$ cat src/rtl/aud_dsp_speed.sv
// aud_dsp_speed: playback-speed DSP stage feeding the I2S DAC serializer.
// Fetches one SRAM sample per LRCK frame; modes: normal, fast (skip),
// slow hold, slow linear interpolation.
// Macro AUD_DSP_LINEAR_EN: when defined, slow_1 interpolates linearly;
// when undefined, slow_1 behaves as slow_0 and no interpolation logic exists.
module aud_dsp_speed #(
    parameter int ADDR_W    = 20,
    parameter int DATA_W    = 16,
    parameter int MAX_SPEED = 8
) (
    input  logic              i_bclk,
    input  logic              i_rst_n,
    input  logic              i_daclrck,
    input  logic              i_start,
    input  logic              i_pause,
    input  logic              i_stop,
    input  logic              i_fast,
    input  logic              i_slow_0,
    input  logic              i_slow_1,
    input  logic [3:0]        i_speed,
    input  logic [ADDR_W-1:0] i_end_addr,
    input  logic [DATA_W-1:0] i_sram_data,
    output logic [ADDR_W-1:0] o_sram_addr,
    output logic [DATA_W-1:0] o_dac_data,
    output logic              o_player_en,
    output logic              o_done
);

    typedef enum logic [1:0] {S_IDLE, S_PLAY, S_PAUSE} state_t;
    typedef enum logic [1:0] {M_NORM, M_FAST, M_HOLD, M_LIN} mode_t;

    localparam logic [3:0] MAX_N = 4'(MAX_SPEED);

    state_t            state, state_nx;
    mode_t             mode_q, req_mode, eff_mode;
    logic [3:0]        n_q, n_req, eff_n, k, k_inc, k_next;
    logic              lrck_d, tick, play_tick, fetch, end_hit;
    logic [ADDR_W-1:0] step;
    logic [ADDR_W:0]   addr_sum;
    logic              dac_upd;
    logic [DATA_W-1:0] dac_nx;

    // Frame strobe on the rising LRCK edge
    assign tick      = i_daclrck & ~lrck_d;
    assign play_tick = tick && (state == S_PLAY);

    // Speed conditioning (0 -> 1, clamp to MAX_SPEED) and mode priority
    always_comb begin
        if (i_speed == 4'd0)
            n_req = 4'd1;
        else if (i_speed > MAX_N)
            n_req = MAX_N;
        else
            n_req = i_speed;

        if (i_fast)
            req_mode = M_FAST;
`ifdef AUD_DSP_LINEAR_EN
        else if (i_slow_1)
            req_mode = M_LIN;
        else if (i_slow_0)
            req_mode = M_HOLD;
`else
        else if (i_slow_1 || i_slow_0)
            req_mode = M_HOLD;
`endif
        else
            req_mode = M_NORM;
    end

    // Effective mode/step: fresh request at k == 0, latched values mid-frame-group
    always_comb begin
        eff_mode = (k == 4'd0) ? req_mode : mode_q;
        eff_n    = (k == 4'd0) ? n_req    : n_q;
        step     = (eff_mode == M_FAST) ? ADDR_W'(eff_n) : ADDR_W'(1);
        addr_sum = {1'b0, o_sram_addr} + {1'b0, step};
        fetch    = (k == 4'd0);
        // step >= 1, so addr == end is covered by addr + step > end
        end_hit  = fetch && (addr_sum > {1'b0, i_end_addr});
        k_inc    = k + 4'd1;
        if ((eff_mode == M_HOLD || eff_mode == M_LIN) && (k_inc != eff_n))
            k_next = k_inc;
        else
            k_next = '0;
    end

`ifdef AUD_DSP_LINEAR_EN
    logic signed [DATA_W-1:0] prev, cur;
    logic signed [DATA_W:0]   diff;
    logic signed [DATA_W+5:0] prod, quot;
    logic        [DATA_W-1:0] interp;

    // Interpolated sample prev + (cur - prev) * k / n, truncating toward zero
    always_comb begin
        diff   = {cur[DATA_W-1], cur} - {prev[DATA_W-1], prev};
        prod   = $signed({{5{diff[DATA_W]}}, diff}) * $signed({{(DATA_W+2){1'b0}}, k});
        quot   = prod / $signed({{(DATA_W+2){1'b0}}, eff_n});
        interp = prev + DATA_W'(quot);
    end

    // Sample pair for interpolation, shifted on each non-final fetch
    always_ff @(posedge i_bclk or negedge i_rst_n) begin
        if (!i_rst_n) begin
            prev <= '0;
            cur  <= '0;
        end else if (i_stop) begin
            prev <= '0;
            cur  <= '0;
        end else if (play_tick && fetch && !end_hit) begin
            prev <= cur;
            cur  <= i_sram_data;
        end
    end
`endif

    // Selects the next DAC sample and whether it changes this tick
    always_comb begin
        dac_upd = 1'b0;
        dac_nx  = i_sram_data;
        if (fetch) begin
            dac_upd = 1'b1;
`ifdef AUD_DSP_LINEAR_EN
            if (!end_hit && eff_mode == M_LIN)
                dac_nx = cur;
`endif
        end
`ifdef AUD_DSP_LINEAR_EN
        else if (eff_mode == M_LIN) begin
            dac_upd = 1'b1;
            dac_nx  = interp;
        end
`endif
    end

    // Datapath: address, frame counter, latched mode, DAC sample, done pulse
    always_ff @(posedge i_bclk or negedge i_rst_n) begin
        if (!i_rst_n) begin
            lrck_d      <= 1'b0;
            o_sram_addr <= '0;
            o_dac_data  <= '0;
            o_done      <= 1'b0;
            k           <= '0;
            mode_q      <= M_NORM;
            n_q         <= 4'd1;
        end else begin
            lrck_d <= i_daclrck;
            o_done <= 1'b0;
            if (i_stop) begin
                o_sram_addr <= '0;
                o_dac_data  <= '0;
                k           <= '0;
            end else if (play_tick) begin
                if (k == 4'd0) begin
                    mode_q <= req_mode;
                    n_q    <= n_req;
                end
                k <= end_hit ? '0 : k_next;
                if (dac_upd)
                    o_dac_data <= dac_nx;
                if (fetch) begin
                    if (end_hit) begin
                        o_sram_addr <= '0;
                        o_done      <= 1'b1;
                    end else begin
                        o_sram_addr <= addr_sum[ADDR_W-1:0];
                    end
                end
            end
        end
    end

    // State register
    always_ff @(posedge i_bclk or negedge i_rst_n) begin
        if (!i_rst_n)
            state <= S_IDLE;
        else
            state <= state_nx;
    end

    // Next-state: stop > end-of-recording/pause > start
    always_comb begin
        state_nx = state;
        if (i_stop) begin
            state_nx = S_IDLE;
        end else begin
            case (state)
                S_IDLE:  if (i_start) state_nx = S_PLAY;
                S_PLAY: begin
                    if (play_tick && end_hit)
                        state_nx = S_IDLE;
                    else if (i_pause)
                        state_nx = S_PAUSE;
                end
                S_PAUSE: if (i_start) state_nx = S_PLAY;
                default: state_nx = S_IDLE;
            endcase
        end
    end

    // Serializer enable only while playing
    always_comb begin
        o_player_en = (state == S_PLAY);
    end

endmodule

$ cat config.mk
export PLATFORM = sky130hd
export DESIGN_NAME = aud_dsp_speed
export DESIGN_NICKNAME = d
export VERILOG_FILES = /design/src/rtl/aud_dsp_speed.sv
export SDC_FILE = /design/constraint.sdc
export NUM_CORES = 1
export LEC_CHECK = 0
export ABC_AREA = 1
export CAP_MARGIN = 20
export CORE_ASPECT_RATIO = 2
export CORE_MARGIN = 1
export CORE_UTILIZATION = 50
export CTS_CLUSTER_DIAMETER = 100
export CTS_CLUSTER_SIZE = 28
export DETAILED_ROUTE_END_ITERATION = 16
export PLACE_DENSITY = 0.88
export RECOVER_POWER = 50
export SKIP_CTS_REPAIR_TIMING = 1
export SYNTH_ARGS = -nofsm -noshare
export SYNTH_HDL_FRONTEND = slang
export SYNTH_SLANG_ARGS = --single-unit
$ cat constraint.sdc
create_clock -name i_bclk -period 5 [get_ports i_bclk]
set_input_delay 1.5 -clock i_bclk [delete_from_list [all_inputs] [get_ports i_bclk]]
set_output_delay 1.5 -clock i_bclk [all_outputs]
set_load 0.005 [all_outputs]
==> metrics.yaml, run 1 <==
outcome:
  violations: "capacitance limit, slew limit"
  status: "complete, but fails checks"
synthesis:
  ys_async_sr_fraction: 1.00
  ys_area_mm2: 0.00340
  aoi_share: 0.110
  ys_cells: 428
  edf_count: 0
  yosys.stat.seqShare: 0.368
setup_path:
  regToRegEndpoint: "k[1]"
  arrival_ns: 5.13
  critPathBufInv: 5
detailed_routing:
  wl_per_cell_um: 16.2
power_and_ir_drop:
  maxPowerGroup: "registers"
  powerComb_mw: 0.154
  power_mw: 0.951
global_routing:
  grt_use_total: 0.290
layout:
  regArea_mm2: 0.00125
  syn_to_final_growth_pct: 44.6
  final_cells: 642
  lay_top_cells: "101 x nand2_1, 72 x inv_1, 66 x clkdlybuf4s50_1"
floorplanning:
  die-area_mm2: 0.00715
final_timing:
  slew_viol_final: 51
flow_run:
  drv_cap: 1
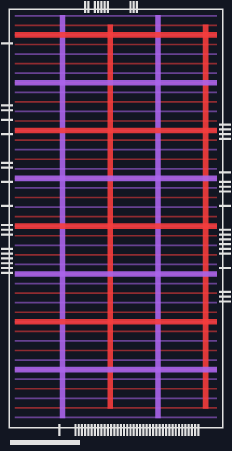
run_1/power_grid.png
Bar = 20 um. Pins as bars on the die edge.
- VSS: purple
- VDD: red
- met1 rails: 43
- signal pins: 87
- met4 straps: 4
Die X: 60.3 um
Die Y: 119 um
placeable core area: 0.00657 mm2

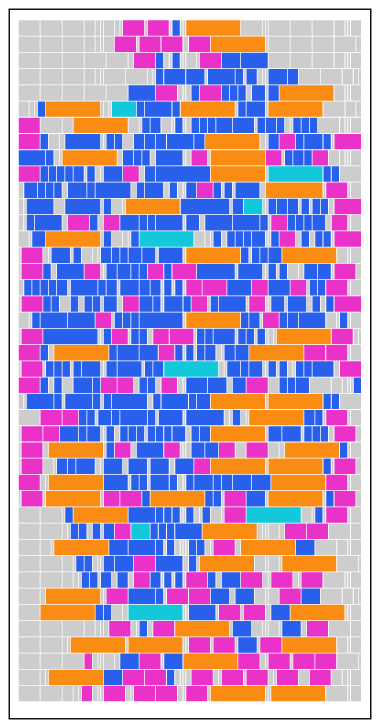
run_1/placement_by_type.png
Fill, decap, tap and diode cells in gray.
- clock drivers and dummy loads: cyan (cells 8; share of their area 3.2%)
- sequential cells: orange (cells 50; share of their area 26%)
- combinational and other logic: blue (cells 371; share of their area 46%)
- remaining buffers and delay cells: magenta (cells 125; share of their area 24%)
num rows: 42
flop share of the area: 0.255

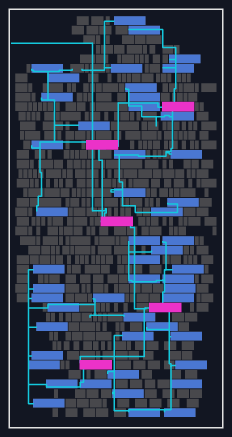
run_1/clk_routes.png
- clock wires: cyan (length 720 um)
- flip-flops: blue (count 50)
- clock drivers: magenta (count 5)
- routed clock nets: 6
Clk power: 0.364 mW
Late-Pin Clk Latency: 0.30 ns
clock skew: 0.00643 ns

run_1/wires.png
Bar = 20 um. Only two layers are drawn.
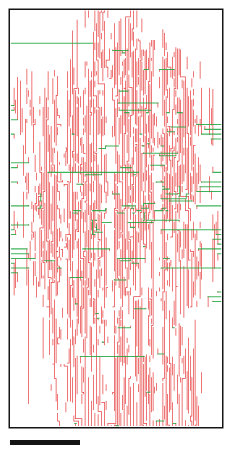

==> inputs of run 2 (changes only) <==
- clock period: 5 -> 4.7 ns (I/O delays scaled with it)
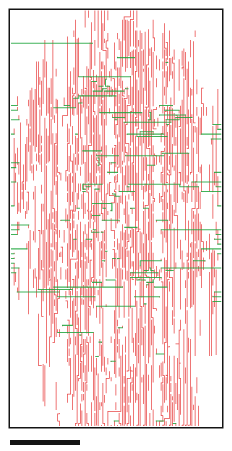
run_2/wires.png
Bar = 20 um. Only two layers are drawn.
- metal 3: green (wire length 516 um)
- metal 2: red (wire length 6380 um)

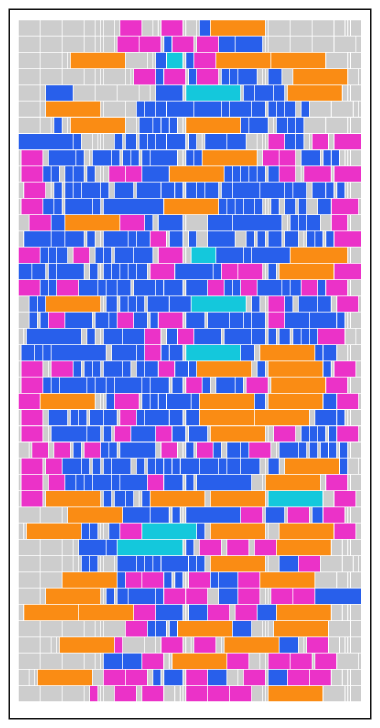
run_2/placement_by_type.png
Fill, decap, tap and diode cells in gray.
final core utilization: 0.775
finished layout cell area: 0.00509 mm2

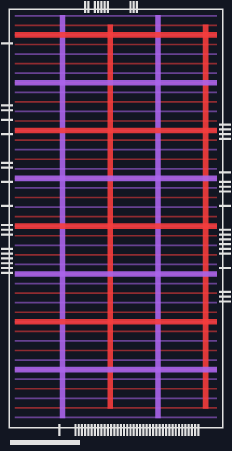
run_2/power_grid.png
Bar = 20 um. Pins as bars on the die edge.
Peak VDD IR: 0.159 mV

==> metrics.yaml, run 2 <==
floorplanning:
  die-area_mm2: 0.00715
  rows: 42
  die_y_um: 119
  die_w_um: 60.3
setup_path:
  regToRegEndpoint: "state[1]"
  cp_max_fo: 3
  critPathBufInv: 5
  arrival_ns: 4.85
synthesis:
  ys_cells: 428
  yosys.stat.seqShare: 0.368
  ys_async_sr_fraction: 1.00
  edf_count: 0
  aoi_share: 0.110
  simple_gate_share: 0.267
power_and_ir_drop:
  power_mw: 1.07
  powerComb_mw: 0.176
  clock_power_mw: 0.434
  maxPowerGroup: "registers"
detailed_routing:
  wl_per_cell_um: 17.9
layout:
  lay_top_cells: "93 x nand2_1, 70 x inv_1, 59 x clkdlybuf4s50_1"
  seq_area_frac: 0.246
  syn_to_final_growth_pct: 49.8
  regArea_mm2: 0.00125
outcome:
  status: "finished, final reports clean"
global_routing:
  grt_use_total: 0.298
clock_network:
  worstSkewPairLatency_ns: 0.30
final_timing:
  skew_ns: 0.00496
  slew_viol_final: 0
Power is estimated from default activity; no workload was simulated.
